**config.mk**
```make
export PLATFORM = sky130hd
export DESIGN_NAME = segment_scan_decoder
export DESIGN_NICKNAME = d
export VERILOG_FILES = /design/src/rtl/calc_pkg.sv /design/src/rtl/seg_pattern_decode.sv /design/src/rtl/segment_scan_decoder.sv
export SDC_FILE = /design/constraint.sdc
export NUM_CORES = 1
export LEC_CHECK = 0
export CELL_PAD_IN_SITES_DETAIL_PLACEMENT = 2
export CELL_PAD_IN_SITES_GLOBAL_PLACEMENT = 2
export CORE_AREA = 8 8 175 177
export CTS_BUF_LIST = sky130_fd_sc_hd__clkbuf_8
export DETAILED_ROUTE_END_ITERATION = 8
export DIE_AREA = 0 0 183 185
export PLACE_DENSITY_LB_ADDON = 0.1
export SYNTH_ARGS = -nofsm -noshare
export SYNTH_HDL_FRONTEND = slang
export SYNTH_SLANG_ARGS = --single-unit
```
**constraint.sdc**
```tcl
create_clock -name clk_i -period 5.5 [get_ports clk_i]
set_input_delay 1.1 -clock clk_i [delete_from_list [all_inputs] [get_ports clk_i]]
set_output_delay 1.1 -clock clk_i [all_outputs]
set_load 0.01 [all_outputs]
```
**src/rtl/calc_pkg.sv**
```systemverilog
// rtl/calc_pkg.sv - shared display constants and segment pattern types
// Segment encodings are shared by the scan driver's encoder and the scan decoder.
package calc_pkg;

  localparam int NumDigits = 4;

  typedef enum logic [1:0] {
    SEG_HEX,
    SEG_BLANK,
    SEG_MINUS,
    SEG_UNKNOWN
  } seg_kind_t;

  // Active-high {dp,g,f,e,d,c,b,a} patterns for hex digits 0..F.
  localparam logic [7:0] SegHexPatterns [16] = '{
    8'h3F, 8'h06, 8'h5B, 8'h4F, 8'h66, 8'h6D, 8'h7D, 8'h07,
    8'h7F, 8'h6F, 8'h77, 8'h7C, 8'h39, 8'h5E, 8'h79, 8'h71
  };

  localparam logic [7:0] SegMinus = 8'h40;
  localparam logic [7:0] SegBlank = 8'h00;

endpackage

```
**src/rtl/seg_pattern_decode.sv**
```systemverilog
// rtl/seg_pattern_decode.sv - combinational 7-segment pattern classifier
// Bits [6:0] select the class and hex value; bit 7 is the decimal point.
module seg_pattern_decode
  import calc_pkg::*;
(
  input  logic [7:0] pattern_i,
  output seg_kind_t  kind_o,
  output logic [3:0] value_o,
  output logic       dp_o
);

  always_comb begin
    kind_o  = SEG_UNKNOWN;
    value_o = 4'h0;
    dp_o    = pattern_i[7];
    if (pattern_i[6:0] == SegBlank[6:0]) begin
      kind_o = SEG_BLANK;
    end else if (pattern_i[6:0] == SegMinus[6:0]) begin
      kind_o = SEG_MINUS;
    end else begin
      for (int i = 0; i < 16; i++) begin
        if (pattern_i[6:0] == SegHexPatterns[i][6:0]) begin
          kind_o  = SEG_HEX;
          value_o = 4'(i);
        end
      end
    end
  end

endmodule

```
**src/rtl/segment_scan_decoder.sv**
```systemverilog
// rtl/segment_scan_decoder.sv - rebuilds digits from a multiplexed 7-segment scan
// Define SEG_DECODER_INPUT_SYNC_EN to add a two-flop synchronizer on the scan inputs.
module segment_scan_decoder
  import calc_pkg::*;
#(
  parameter int NumDigits        = calc_pkg::NumDigits,
  parameter int MinDwell         = 4,
  parameter int StableFrames     = 2,
  parameter int TimeoutCycles    = 1 << 20,
  parameter bit AnodeActiveLow   = 1'b1,
  parameter bit CathodeActiveLow = 1'b1
) (
  input  logic                       clk_i,
  input  logic                       rst_i,
  input  logic [7:0]                 segments_cathode_i,
  input  logic [NumDigits-1:0]       segments_anode_i,
  output logic [NumDigits-1:0][7:0]  segments_o,
  output seg_kind_t [NumDigits-1:0]  digit_kind_o,
  output logic [NumDigits-1:0][3:0]  digit_value_o,
  output logic [NumDigits-1:0]       dp_o,
  output logic                       frame_valid_o,
  output logic                       update_o,
  output logic                       multi_anode_err_o
);

  localparam int         IW          = (NumDigits > 1) ? $clog2(NumDigits) : 1;
  localparam int         TW          = $clog2(TimeoutCycles + 1);
  localparam logic [7:0] DwellMax    = 8'(MinDwell);
  localparam logic [3:0] StableMax   = 4'(StableFrames);
  localparam logic [TW-1:0] TimeoutLast = TW'(TimeoutCycles - 1);

  logic [NumDigits-1:0] anode_raw;
  logic [7:0]           cathode_raw;

`ifdef SEG_DECODER_INPUT_SYNC_EN
  localparam logic [NumDigits-1:0] AnodeIdle   = {NumDigits{AnodeActiveLow}};
  localparam logic [7:0]           CathodeIdle = {8{CathodeActiveLow}};

  logic [NumDigits-1:0] anode_meta_q, anode_sync_q;
  logic [7:0]           cathode_meta_q, cathode_sync_q;

  always_ff @(posedge clk_i or posedge rst_i) begin
    if (rst_i) begin
      anode_meta_q   <= AnodeIdle;
      anode_sync_q   <= AnodeIdle;
      cathode_meta_q <= CathodeIdle;
      cathode_sync_q <= CathodeIdle;
    end else begin
      anode_meta_q   <= segments_anode_i;
      anode_sync_q   <= anode_meta_q;
      cathode_meta_q <= segments_cathode_i;
      cathode_sync_q <= cathode_meta_q;
    end
  end

  assign anode_raw   = anode_sync_q;
  assign cathode_raw = cathode_sync_q;
`else
  assign anode_raw   = segments_anode_i;
  assign cathode_raw = segments_cathode_i;
`endif

  logic [NumDigits-1:0] anode_act;
  logic [7:0]           cathode_act;

  assign anode_act   = anode_raw ^ {NumDigits{AnodeActiveLow}};
  assign cathode_act = cathode_raw ^ {8{CathodeActiveLow}};

  logic [NumDigits-1:0]      prev_anode_q, prev_anode_d;
  logic [7:0]                dwell_q, dwell_d;
  logic [NumDigits-1:0][7:0] cap_q, cap_d;
  logic [NumDigits-1:0]      seen_q, seen_d;
  logic                      done_q, done_d;
  logic [NumDigits-1:0][7:0] last_frame_q, last_frame_d;
  logic [3:0]                stable_q, stable_d;
  logic                      pub_req_q, pub_req_d;
  logic [TW-1:0]             timeout_q, timeout_d;
  logic [NumDigits-1:0][7:0] segs_q, segs_d;
  seg_kind_t [NumDigits-1:0] kind_q, kind_d;
  logic [NumDigits-1:0][3:0] value_q, value_d;
  logic [NumDigits-1:0]      dp_q, dp_d;
  logic                      valid_q, valid_d;
  logic                      update_q, update_d;
  logic                      err_q, err_d;

  seg_kind_t [NumDigits-1:0] dec_kind;
  logic [NumDigits-1:0][3:0] dec_value;
  logic [NumDigits-1:0]      dec_dp;

  for (genvar g = 0; g < NumDigits; g++) begin : g_dec
    seg_pattern_decode u_dec (
      .pattern_i (last_frame_q[g]),
      .kind_o    (dec_kind[g]),
      .value_o   (dec_value[g]),
      .dp_o      (dec_dp[g])
    );
  end

  logic                      any_active, one_hot, multi_active, same_pat, capture, completion, frame_same;
  logic [IW-1:0]             idx;
  logic [NumDigits-1:0]      seen_nxt;
  logic [NumDigits-1:0][7:0] cap_nxt;

  always_comb begin
    prev_anode_d = anode_act;
    dwell_d      = dwell_q;
    cap_d        = cap_q;
    seen_d       = seen_q;
    done_d       = 1'b0;
    last_frame_d = last_frame_q;
    stable_d     = stable_q;
    pub_req_d    = 1'b0;
    timeout_d    = timeout_q;
    segs_d       = segs_q;
    kind_d       = kind_q;
    value_d      = value_q;
    dp_d         = dp_q;
    valid_d      = valid_q;
    update_d     = 1'b0;

    any_active   = (anode_act != '0);
    one_hot      = any_active && ((anode_act & (anode_act - NumDigits'(1))) == '0);
    multi_active = any_active && !one_hot;
    err_d        = err_q | multi_active;

    idx = '0;
    for (int i = 0; i < NumDigits; i++) begin
      if (anode_act[i]) idx = IW'(i);
    end

    // Dwell counts the current visit; zero means the previous cycle was blanking.
    same_pat = one_hot && (anode_act == prev_anode_q) && (dwell_q != 8'd0);
    if (!one_hot) begin
      dwell_d = 8'd0;
    end else if (same_pat) begin
      dwell_d = (dwell_q == DwellMax) ? dwell_q : dwell_q + 8'd1;
    end else begin
      dwell_d = 8'd1;
    end
    capture = one_hot && (dwell_d == DwellMax) && !(same_pat && (dwell_q == DwellMax));

    seen_nxt = done_q ? '0 : seen_q;
    cap_nxt  = cap_q;
    if (capture) begin
      cap_nxt[idx]  = cathode_act;
      seen_nxt[idx] = 1'b1;
    end
    completion = capture && (&seen_nxt);
    frame_same = (cap_nxt == last_frame_q);
    cap_d      = cap_nxt;
    seen_d     = seen_nxt;
    done_d     = completion;

    if (completion) begin
      timeout_d = '0;
      if (frame_same) begin
        stable_d = (stable_q == StableMax) ? stable_q : stable_q + 4'd1;
      end else begin
        last_frame_d = cap_nxt;
        stable_d     = 4'd1;
      end
      pub_req_d = (stable_d == StableMax) && !(frame_same && (stable_q == StableMax));
    end else if (timeout_q == TimeoutLast) begin
      timeout_d = '0;
      valid_d   = 1'b0;
      seen_d    = '0;
      done_d    = 1'b0;
      stable_d  = 4'd0;
    end else begin
      timeout_d = timeout_q + TW'(1);
    end

    if (pub_req_q) begin
      segs_d   = last_frame_q;
      kind_d   = dec_kind;
      value_d  = dec_value;
      dp_d     = dec_dp;
      valid_d  = 1'b1;
      update_d = (last_frame_q != segs_q) || !valid_q;
    end
  end

  always_ff @(posedge clk_i or posedge rst_i) begin
    if (rst_i) begin
      prev_anode_q <= '0;
      dwell_q      <= '0;
      cap_q        <= '0;
      seen_q       <= '0;
      done_q       <= 1'b0;
      last_frame_q <= '0;
      stable_q     <= '0;
      pub_req_q    <= 1'b0;
      timeout_q    <= '0;
      segs_q       <= '0;
      for (int i = 0; i < NumDigits; i++) kind_q[i] <= SEG_BLANK;
      value_q      <= '0;
      dp_q         <= '0;
      valid_q      <= 1'b0;
      update_q     <= 1'b0;
      err_q        <= 1'b0;
    end else begin
      prev_anode_q <= prev_anode_d;
      dwell_q      <= dwell_d;
      cap_q        <= cap_d;
      seen_q       <= seen_d;
      done_q       <= done_d;
      last_frame_q <= last_frame_d;
      stable_q     <= stable_d;
      pub_req_q    <= pub_req_d;
      timeout_q    <= timeout_d;
      segs_q       <= segs_d;
      kind_q       <= kind_d;
      value_q      <= value_d;
      dp_q         <= dp_d;
      valid_q      <= valid_d;
      update_q     <= update_d;
      err_q        <= err_d;
    end
  end

  assign segments_o        = segs_q;
  assign digit_kind_o      = kind_q;
  assign digit_value_o     = value_q;
  assign dp_o              = dp_q;
  assign frame_valid_o     = valid_q;
  assign update_o          = update_q;
  assign multi_anode_err_o = err_q;

endmodule

```
Figure 1. Placement view (run 1).
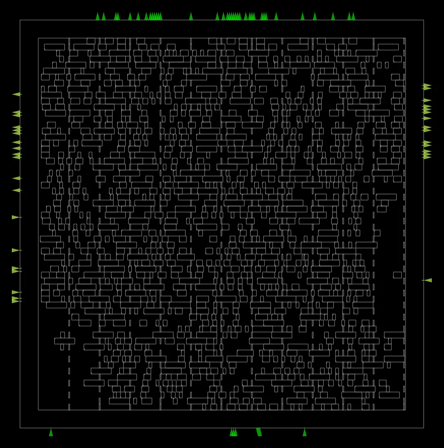
post-route core utilization: 0.393
post-route non-filler standard cell count: 1425
Seq Cell Count: 166

Figure 2. Cell density map (run 1).
18 x 18 tiles, from white (low) to dark blue (high), 0 to 100% covered.
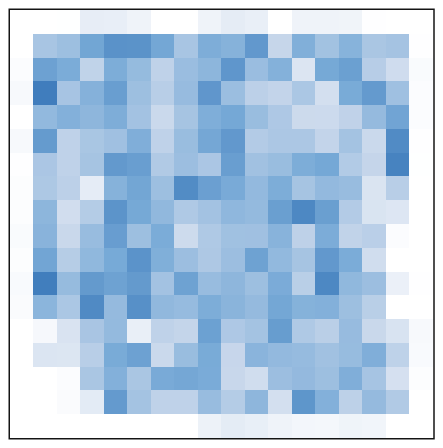
The densest ninth of the die: centre. 15% of the tiles are nearly empty. The fullest tile reaches 69%.

Figure 3. Signal wires on met1 (run 1).
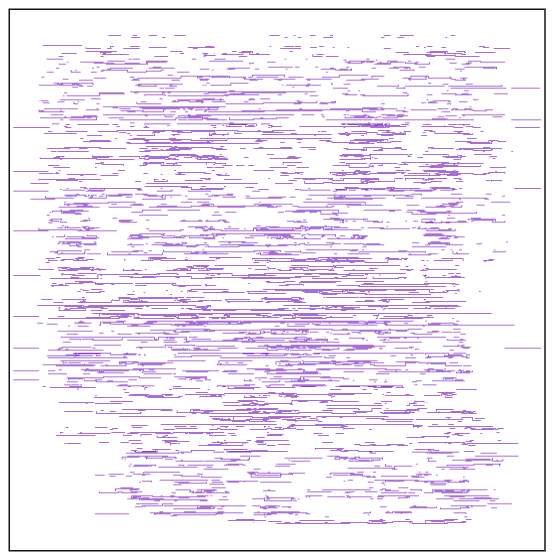
975 nets have wire on it. The longest straight run is 63.5 µm. The layer holds 47% of the routed length.

Figure 4. Sequential cells grouped by signal name (run 1).
Other sequential cells in the stronger grey, the rest of the logic in the fainter grey.
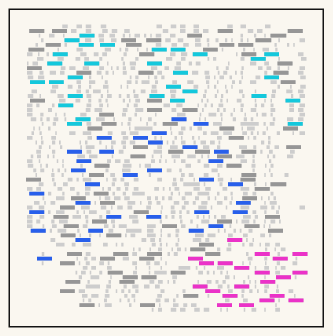
Magenta stands for timeout_q, flops 21, where south-east. Cyan stands for segments_o, flops 29. Blue stands for cap_q, flops 32.

run 1: worst max path at each step:
stage                                    from                to  slack, ns  cells after the start
final                     segments_anode_i[2]   last_frame_q[7]       0.83                     12
after global routing      segments_anode_i[2]   last_frame_q[7]       0.65                     12
after CTS                 segments_anode_i[2]   last_frame_q[7]       0.89                     13
after detailed placement  segments_anode_i[2]  last_frame_q[30]       0.37                     13
after global placement    segments_anode_i[2]  last_frame_q[24]       0.52                     12
after floorplan           segments_anode_i[2]   last_frame_q[0]       1.40                     14
run 1: synth_stat cells (5+ instances only):
| master | count | area [µm²] |
|---|---|---|
| dfrtp_1 | 162 | 4050 |
| nor2_1 | 100 | 375 |
| nand2_1 | 75 | 282 |
| clkbuf_1 | 57 | 214 |
| xnor2_1 | 54 | 473 |
| a21oi_1 | 51 | 255 |
| o21ai_0 | 45 | 225 |
| inv_1 | 44 | 165 |
| xor2_1 | 38 | 333 |
| mux2_2 | 36 | 405 |
| mux2_4 | 29 | 435 |
| nand3_1 | 28 | 140 |
| nand4_1 | 22 | 138 |
| nor3_1 | 20 | 100 |
| mux2i_1 | 17 | 170 |
| a31oi_1 | 13 | 81.3 |
| and3_1 | 13 | 81.3 |
| nand2b_1 | 12 | 75.1 |
| nor4_1 | 10 | 62.6 |
| and2_1 | 8 | 50.1 |
| buf_2 | 8 | 40.0 |
| o211ai_1 | 8 | 60.1 |
| buf_4 | 7 | 52.6 |
| nor2b_1 | 7 | 43.8 |
| a22oi_1 | 6 | 45.0 |
| o2111ai_1 | 6 | 52.6 |
| o22ai_1 | 6 | 37.5 |
| a211o_1 | 5 | 43.8 |
| buf_1 | 5 | 18.8 |
| ha_1 | 5 | 62.6 |
run 1: flip-flops by register name, indices dropped and copies added (netlist names):
register           count
done_q                 1
last_frame_q          32
segments_o            29
update_o               1
frame_valid_o          1
timeout_q             21
prev_anode_q           4
dp_o                   3
stable_q               4
pub_req_q              1
dwell_q                8
digit_kind_o           8
seen_q                 4
digit_value_o         16
cap_q                 32
multi_anode_err_o      1
run 1: worst max-delay path, stage by stage:
cell and delay (ns):
clkdlybuf4s50_1 0.69, xnor2_1 0.17, nor4_4 0.37, o311a_2 0.43, o2111ai_2 0.33, nand2b_1 0.41, a211o_1 0.31, and4b_1 0.30
nand4_2 0.16, nand2_4 0.13, buf_4 0.27, mux2_4 0.33
run 1: area by class of cell:
class	instances	area (µm²)
well taps	384	480
flip-flops and latches	166	4160
inverters	45	173
clock inverters	15	169
clock buffers	17	234
diodes	1	2.50
repair buffers	92	906
fillers	3088	17000
multi-input cells	705	4910
run 1: metrics by stage:
step / util / instances / hold WS (ns) / instance area, µm² / total power [mW]
finish: 0.393 / 1425 / 0.481 / 11000 / 2.26
CTS: 0.393 / 1424 / 0.490 / 11000 / 2.31
global route: 0.393 / 1424 / 0.508 / 11000 / 2.35
detailed placement: 0.378 / 1392 / 0.468 / 10600 / 1.34
global placement: 0.378 / 1392 / 0.461 / 10600 / 1.34
floorplan: - / 997 / 0.455 / 9630 / 1.30
run 1: per-layer routing:
layer,global-route usage,vias to the layer above
met5,0,-
met3,0.0231,21
li1,-,3558
met2,0.313,103
met1,0.247,3949
met4,0.0501,0
==> results.tsv, run 1 <==
stage	metric	value	unit
worst_hold_path	Min-Delay Startpoint	multi_anode_err_o	
detailed_routing	Avg WL per Cell	21.4	µm
sta	post-route fraction of the period consumed by the critical path	0.848	
critical_path	worst reg2reg path startpoint	dwell_q[0]	
final_layout	share of layout cells above drive strength 1	0.130	
detailed_routing	M1 wire length	14300	µm
power	Switching Power	0.598	mW
synth	synthesized chip area reported by yosys	0.00963	mm²
detailed_routing	iteration tally of the first detailed-router pass	4	
synth	post-synthesis share of cell area spent on and, or, nand and nor gates	0.171	
cts	CTS root buf	clkbuf_8	
power	IR drop worst, VDD	0.146	mV
sta	Final Hold Viols	0	
global_routing	vias in the first global route	8461	
power	Seq pwr share	0.541	
critical_path	endpoint class of the critical path	flip-flop	
power	seq pwr	1.22	mW
die	die y size	185	µm
synth	Mapped Cells	997	
power	combinational fraction of design power	0.039	
power	switching fraction of total power	0.264	
detailed_routing	post-detailed-route DRC marker count	0	
power	Power Combinational	0.0889	mW
critical_path	worst setup slack for register-to-register paths	1.08	ns
power	Internal Dissipation	1.66	mW
detailed_routing	routed wire length on met3	793	µm
detailed_routing	met2 WL	15100	µm
critical_path	sort of element at the start of the critical path	primary input	
sta	actual transition at the worst max-transition pin	0.937	ns
die	area enclosed by the die boundary	0.0339	mm²
synth	warnings from Yosys	0	
synth	Adders+Majority by Area	0.00650	
synth	fraction of synthesized area in multiplexers	0.105	
critical_path	type of the worst setup path	in2reg	
placement	post-detail-place hpwl	21700	µm
cts	CTS tree	done	
cts	CTS-repair resized insts	0	
detailed_routing	drt via density	5.36	
final_layout	area overhead of the layout relative to synthesis	14.6	%
synth	fraction of the yosys area taken by sequential cells	0.432	
critical_path	worst endpoint data arrival time	5.01	ns
die	I/O pins	77	
critical_path	worst r2r path cells	12	
detailed_routing	number of nets still failing antenna checks after routing	0	
outcome	run status	finished clean	
cts	H-tree depth reported by CTS	4	
cts	Clock Sink Count	166	
power	power dissipated in the clock network	0.950	mW
placement	worst slack after detailed placement	0.373	ns
critical_path	Critical Path RT	5.85	ns
synth	Yosys Instances	997	
synth	top flip-flop cell by instance count after synthesis	dfrtp_1	
die	Initial Utilization	0.343	
cts	number of buffers added to fix hold violations after cts	0	
synth	count of cell types in the netlist	85	
final_layout	Top cell excl fill/tap	dfrtp_1	
cts	buffer depth of the longest clock path	2	
power	Clock Power Share	0.420	
global_routing	initial antenna violation count	0	
global_routing	maximum number of pins on one net before global-route repair	106	
synth	synthesized area	0.00963	mm²
run	max cap viols	0	
detailed_routing	DRT iter0 DRCs	391	
cts	clock network latency to the later pin of the worst-skew pair	0.48	ns
sta	final worst path period need	4.67	ns
sta	sum of negative setup slack	0	ns
final_layout	most frequent cells in the layout	dfrtp_1, nor2_1, clkdlybuf4s50_1, nand2_1, xnor2_1	
synth	number of storage elements in the synthesis netlist	166	
critical_path	highest fanout seen on the critical path	13	
synth	main logic family after synthesis	simple AND/OR/NAND/NOR gates	
global_routing	Overflow after GRT	0	
global_routing	total routing usage reported by global routing	0.185	
synth	XOR/XNOR Fraction of Synth Area	0.0837	
placement	number of input and output port buffers inserted	76	
sta	upper clock frequency limit	214	MHz
power	Pwr top	sequential cells	
worst_hold_path	worst hold path cell count	1	
sta	smallest setup slack after layout	0.834	ns
worst_hold_path	worst hold path type	reg2reg	
detailed_routing	via count	7631	
sta	setup violators final	0	
run	warning total across the stage logs	31	
critical_path	Reg-to-Reg End	last_frame_q[7]	
sta	skew final	0.0275	ns
worst_hold_path	hold path endpoint	multi_anode_err_o	
cts	number of buffers inserted during clock tree synthesis	17	
sta	setup repair after global routing missed its margin	no	
synth	share of flip-flops with an asynchronous set or reset after synthesis	1.00	
synth	number of nets produced by synthesis	1016	
==> inputs of run 2 (changes only) <==
==> constraint.sdc (replaced) <==
create_clock -name clk_i -period 4.2 [get_ports clk_i]
set_input_delay 0.84 -clock clk_i [delete_from_list [all_inputs] [get_ports clk_i]]
set_output_delay 0.84 -clock clk_i [all_outputs]
set_load 0.01 [all_outputs]
Figure 5. Placement view (run 2).
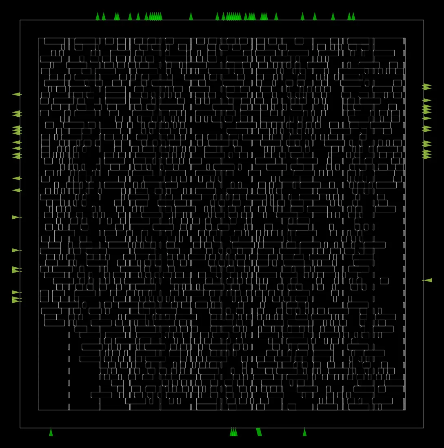
well tap count: 384
Seq/total area: 0.363
total core area: 0.0281 mm²
layout filler cell count: 3082
post-route core utilization: 0.408

==> run 2 against run 1 <==
Effect of this change: total power increased by 33%; wire length grew 3.9%; worst hold slack improved by 0.0019 ns; largest power group unchanged.
==> results.tsv, run 2 <==
stage	metric	value	unit	change
synth	count of cell types in the netlist	85		unchanged
final_layout	Logic cell area	0.00494	mm²	+0.56%
final_layout	area overhead of the layout relative to synthesis	19.1	%	
synth	fraction of the yosys area taken by sequential cells	0.432		unchanged
synth	share of flip-flops with an asynchronous set or reset after synthesis	1.00		unchanged
sta	skew final	0.0329	ns	+0.00534 ns
critical_path	worst setup slack for register-to-register paths	0.28	ns	-0.80 ns
detailed_routing	Avg WL per Cell	21.5	µm	+0.65%
sta	actual transition at the worst max-transition pin	0.797	ns	-0.140 ns
synth	number of nets produced by synthesis	1016		unchanged
placement	number of input and output port buffers inserted	76		unchanged
sta	sum of negative setup slack	0	ns	unchanged
cts	H-tree depth reported by CTS	4		unchanged
global_routing	total routing usage reported by global routing	0.192		+0.00654
sta	tightest hold margin	0.483	ns	+0.00188 ns
global_routing	Overflow after GRT	0		unchanged
synth	number of storage elements in the synthesis netlist	166		unchanged
die	die y size	185	µm	unchanged
critical_path	worst r2r path cells	11		-1
final_layout	Top cell excl fill/tap	dfrtp_1		
cts	CTS tree	done		
sta	Final Hold Viols	0		unchanged
cts	number of buffers inserted during clock tree synthesis	17		unchanged
final_layout	design area	0.0115	mm²	+3.9%
critical_path	cell at the slowest stage of the critical path	clkdlybuf4s50_1		
worst_hold_path	worst hold path type	reg2reg		
cts	clock network latency to the later pin of the worst-skew pair	0.49	ns	about the same
critical_path	type of the worst setup path	in2reg		
global_routing	initial antenna violation count	0		unchanged
synth	Yosys Instances	997		unchanged
global_routing	met3 Track Usage GR	0.0273		+0.00412
die	I/O pins	77		unchanged
worst_hold_path	worst hold path cell count	1		unchanged
synth	post-synthesis share of cell area spent on and, or, nand and nor gates	0.171		unchanged
cts	Clock Sink Count	166		unchanged
critical_path	CP max stage delay	0.58	ns	-0.11 ns
power	IR drop worst, VDD	0.165	mV	+13%
critical_path	worst reg2reg path startpoint	dwell_q[2]		
outcome	run status	finished clean		
global_routing	GRT met1 Usage	0.251		+0.00384
critical_path	worst endpoint data arrival time	4.42	ns	-0.59 ns
cts	buffer depth of the longest clock path	2		unchanged
global_routing	maximum number of pins on one net before global-route repair	70		-34%
placement	post-detail-place hpwl	23100	µm	+6.6%
synth	Mapped Cells	997		unchanged
synth	top flip-flop cell by instance count after synthesis	dfrtp_1		
Figure 6. Signal wires on met1 (run 2).
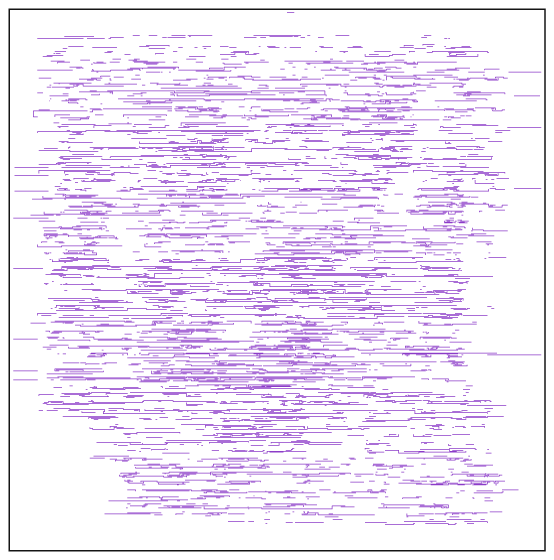
1023 nets have wire on it. The layer carries 15000 µm of wire.

[run 2: how the worst min path moves through the flow]
stage	startpoint	end	slack (ns)
3_5_place_dp	multi_anode_err_o	multi_anode_err_o	0.47
5_1_grt	multi_anode_err_o	multi_anode_err_o	0.52
3_3_place_gp	multi_anode_err_o	multi_anode_err_o	0.47
2_1_floorplan	timeout_q[0]	timeout_q[0]	0.46
6_report	multi_anode_err_o	multi_anode_err_o	0.48
4_1_cts	multi_anode_err_o	multi_anode_err_o	0.49
[run 2: per-layer routing]
layer / vias up / wire [µm]
met5: - / 0
met4: 0 / 338
li1: 3662 / -
met2: 91 / 15700
met1: 4102 / 15000
met3: 18 / 672
[run 2: kinds of logic (layout without fill, tap and decap cells)]
logic type / count (synthesis) / after routing
AND-OR/OR-AND: 200 / 200
XOR/XNOR: 92 / 92
adder cells (fa/ha/maj): 5 / 5
buffers and inverters: 126 / 216
flip-flops: 166 / 166
multiplexers: 82 / 82
AND/OR/NAND/NOR: 326 / 326
[run 2: power by group]
group | switching, mW | leakage [nW] | internal [mW]
Combinational | 0.0905 | 2.58 | 0.0450
Clock | 0.656 | 0.215 | 0.620
Sequential | 0.00236 | 2.23 | 1.60
[run 2: area by class of cell]
| type | count | area share |
|---|---|---|
| tap | 384 | 0.0419 |
| multi-input combinational | 705 | 0.431 |
| clock buffer | 19 | 0.0228 |
| sequential | 166 | 0.363 |
| timing repair buffer | 139 | 0.113 |
| inverter | 45 | 0.0151 |
| clock inverter | 13 | 0.0137 |
[run 2: worst max-delay path: cells and delay by family]
kind	cells	cell delay [ns]
AND-OR/OR-AND	4	1.25
buffers and inverters	2	0.76
AND/OR/NAND/NOR	3	0.76
multiplexers	2	0.62
XOR/XNOR	1	0.17
[run 2: timing repair]
item | 4_1_cts | 5_1_grt
buffers inserted | 0 | 3
resized | 0 | 4
endpoints found under the setup margin | 0 | 23
[run 2: per-stage QoR]
stage | setup slack (ns) | instances
after floorplan | 0.365 | 997
after CTS | 0.155 | 1468
after global placement | -0.182 | 1436
after global routing | -0.0284 | 1471
after detailed placement | -0.354 | 1436
final | 0.136 | 1471
==> inputs of run 3 (changes only) <==
--- a/config.mk
+++ b/config.mk
@@ -5,13 +5,15 @@
 export SDC_FILE = /design/constraint.sdc
 export NUM_CORES = 1
 export LEC_CHECK = 0
+export CAP_MARGIN = 20
 export CELL_PAD_IN_SITES_DETAIL_PLACEMENT = 2
 export CELL_PAD_IN_SITES_GLOBAL_PLACEMENT = 2
-export CORE_AREA = 8 8 175 177
+export CORE_AREA = 4 4 171 173
 export CTS_BUF_LIST = sky130_fd_sc_hd__clkbuf_8
 export DETAILED_ROUTE_END_ITERATION = 8
-export DIE_AREA = 0 0 183 185
+export DIE_AREA = 0 0 175 177
 export PLACE_DENSITY_LB_ADDON = 0.1
+export SLEW_MARGIN = 10
 export SYNTH_ARGS = -nofsm -noshare
 export SYNTH_HDL_FRONTEND = slang
 export SYNTH_SLANG_ARGS = --single-unit
Figure 7. Sequential cells grouped by signal name (run 3).
Other sequential cells in the stronger grey, the rest of the logic in the fainter grey.
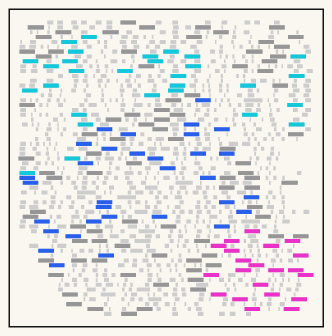
Cyan stands for segments_o, flops 29. Magenta stands for timeout_q, flops 21, where south-east. Blue stands for cap_q, flops 32.

==> run 3 against run 2 <==
Effect of this change: cell area is 0.39% lower; largest power group unchanged; global-route usage is 1.4 points higher; first-iteration DRC count is 3.1% higher; utilization is 0.51 points higher; fmax is 0.73% higher; largest cell class unchanged; sequential power hardly changed; clock power is 5% higher; setup slack better by 0.029 ns.
==> results.tsv, run 3 <==
stage	metric	value	unit	change
outcome	run status	finished clean		
die	total core area	0.0276	mm²	-1.6%
power	Switching Power	0.780	mW	+4.2%
cts	CTS root buf	clkbuf_8		
sta	actual transition at the worst max-transition pin	0.924	ns	+0.127 ns
detailed_routing	number of nets still failing antenna checks after routing	0		
final_layout	Top cell excl fill/tap	dfrtp_1		
sta	tightest hold margin	0.500	ns	+0.0171 ns
cts	number of buffers inserted during clock tree synthesis	17		unchanged
synth	count of cell types in the netlist	85		unchanged
global_routing	initial antenna violation count	0		unchanged
synth	number of nets produced by synthesis	1016		unchanged
synth	Yosys Instances	997		unchanged
worst_hold_path	worst hold path type	reg2reg		
power	combinational fraction of design power	0.042		-0.003
synth	average size of a mapped cell	9.66	µm²	
die	die y size	177	µm	-4.3%
cts	CTS tree	done		
critical_path	worst setup slack for register-to-register paths	0.27	ns	about the same
run	max cap viols	0		
cts	H-tree depth reported by CTS	4		unchanged
global_routing	Overflow after GRT	0		unchanged
power	Clock Power Share	0.437		+0.014
final_layout	area overhead of the layout relative to synthesis	18.6	%	
synth	Largest type area fraction	0.421		
synth	Mapped Cells	997		unchanged
cts	Clock Sink Count	166		unchanged
critical_path	worst endpoint data arrival time	4.39	ns	-0.03 ns
power	IR drop worst, VDD	0.208	mV	+26%
cts	number of buffers inserted by post-CTS setup repair	0		unchanged
critical_path	endpoint class of the critical path	flip-flop		
cts	buffer depth of the longest clock path	2		unchanged
synth	top flip-flop cell by instance count after synthesis	dfrtp_1		
cts	CTS-repair resized insts	0		unchanged
power	Internal Dissipation	2.30	mW	+1.5%
sta	skew final	0.0199	ns	-0.0129 ns
placement	worst slack after detailed placement	-0.294	ns	+0.0602 ns
sta	upper clock frequency limit	248	MHz	
detailed_routing	post-detailed-route DRC marker count	0		
final_layout	post-route core utilization	0.413		+0.00506
synth	synthesized chip area reported by yosys	0.00963	mm²	
final_layout	share of layout cells above drive strength 1	0.164		
placement	number of input and output port buffers inserted	76		unchanged
power	switching fraction of total power	0.253		+0.00483
sta	Final Hold Viols	0		unchanged
die	I/O pins	77		unchanged
global_routing	maximum number of pins on one net before global-route repair	82		+17%
synth	number of storage elements in the synthesis netlist	166		unchanged
sta	smallest setup slack after layout	0.165	ns	+0.0293 ns
synth	share of flip-flops with an asynchronous set or reset after synthesis	1.00		unchanged
detailed_routing	Avg WL per Cell	21.5	µm	about the same
synth	fraction of the yosys area taken by sequential cells	0.432		unchanged
cts	clock network latency to the later pin of the worst-skew pair	0.48	ns	about the same
global_routing	total routing usage reported by global routing	0.206		+0.0141
placement	post-detail-place hpwl	22900	µm	-1.2%
critical_path	type of the worst setup path	in2reg		
Figure 8. Signal wires on met1 (run 3).
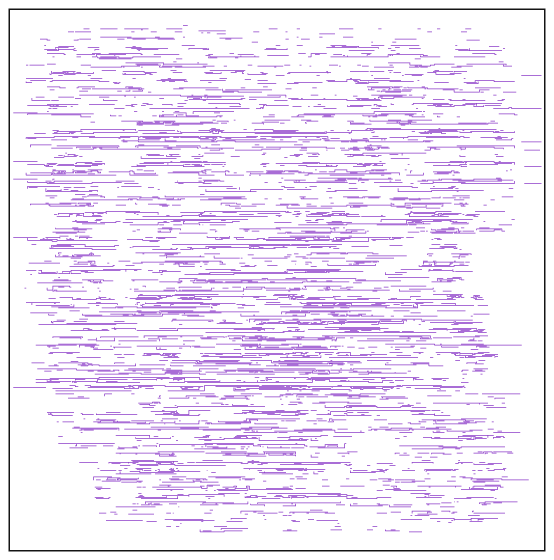
1014 nets have wire on it. The wires run mostly horizontal.

## run 3: cell types whose count changed in the layout (fill, tap and decap cells not counted), sizes merged
cell	previous run	this run
buf	63	58
clkinv	5	2
inv	47	50
clkbuf	19	17
bufinv	3	4
clkinvlp	3	4
## run 3: per-stage QoR
step | total power, mW | cell area [µm²] | setup TNS, ns | std cells
2_1_floorplan | 1.70 | 9630 | 0 | 997
3_3_place_gp | 1.77 | 11000 | -4.41 | 1428
3_5_place_dp | 1.77 | 11000 | -9.19 | 1428
4_1_cts | 3.13 | 11400 | 0 | 1460
5_1_grt | 3.20 | 11400 | -0.188 | 1460
6_report | 3.08 | 11400 | 0 | 1460
## run 3: worst max-delay path, stage by stage
cell,delay (ns)
clkdlybuf4s50_1,0.57
buf_4,0.18
nand4b_1,0.10
o211ai_1,0.23
nand3_2,0.22
buf_12,0.20
o2111a_1,0.31
mux2i_2,0.26
o311ai_1,0.21
a2111oi_4,0.40
nand4_2,0.19
nand2_4,0.17
buf_12,0.18
mux2_4,0.31
## run 3: final cells by class
type                            instances  area (µm²)
Clock buffer                           17         234
Clock inverter                         15         204
Fill cell                            3032       16200
Inverter                               45         173
Multi-Input combinational cell        705        4930
Sequential cell                       166        4160
Tap cell                              378         473
Timing Repair Buffer                  134        1250
## run 3: cell families (layout without fill, tap and decap cells)
group	Yosys count	after routing	share of synthesized area
multiplexers	82	82	0.105
adder cells (fa/ha/maj)	5	5	0.00650
XOR/XNOR	92	92	0.0837
AND-OR/OR-AND	200	200	0.143
flip-flops	166	166	0.432
buffers and inverters	126	211	0.0587
AND/OR/NAND/NOR	326	326	0.171
## run 3: metal layers
layer	GRT usage	vias up	wire length (µm)
li1	-	3638	-
met3	0.0305	20	695
met5	0	-	0
met2	0.360	93	15900
met4	0.0376	0	333
met1	0.275	4078	14500
## run 3: final timing paths
| kind | from | end | cells past startpoint |
|---|---|---|---|
| setup / recovery | segments_anode_i[2] | last_frame_q[13] | 14 |
| hold / removal | digit_kind_o[6] | digit_kind_o[6] | 2 |
| hold reg to reg | digit_kind_o[6] | digit_kind_o[6] | 2 |
| setup reg to reg | dwell_q[0] | last_frame_q[13] | 13 |
| min in group asynchronous | rst_i | prev_anode_q[3] | 2 |
| max in group asynchronous | rst_i | last_frame_q[22] | 3 |
## run 3: power groups by stage
stage	sequential, mW	clock [mW]	combinational (mW)
floorplan	1.63	0	0.0678
global placement	1.63	0	0.132
detailed placement	1.63	0	0.132
CTS	1.60	1.39	0.133
global route	1.60	1.45	0.145
finish	1.60	1.35	0.130
Power figures rest on the tool's default switching activity, not on a simulated workload.
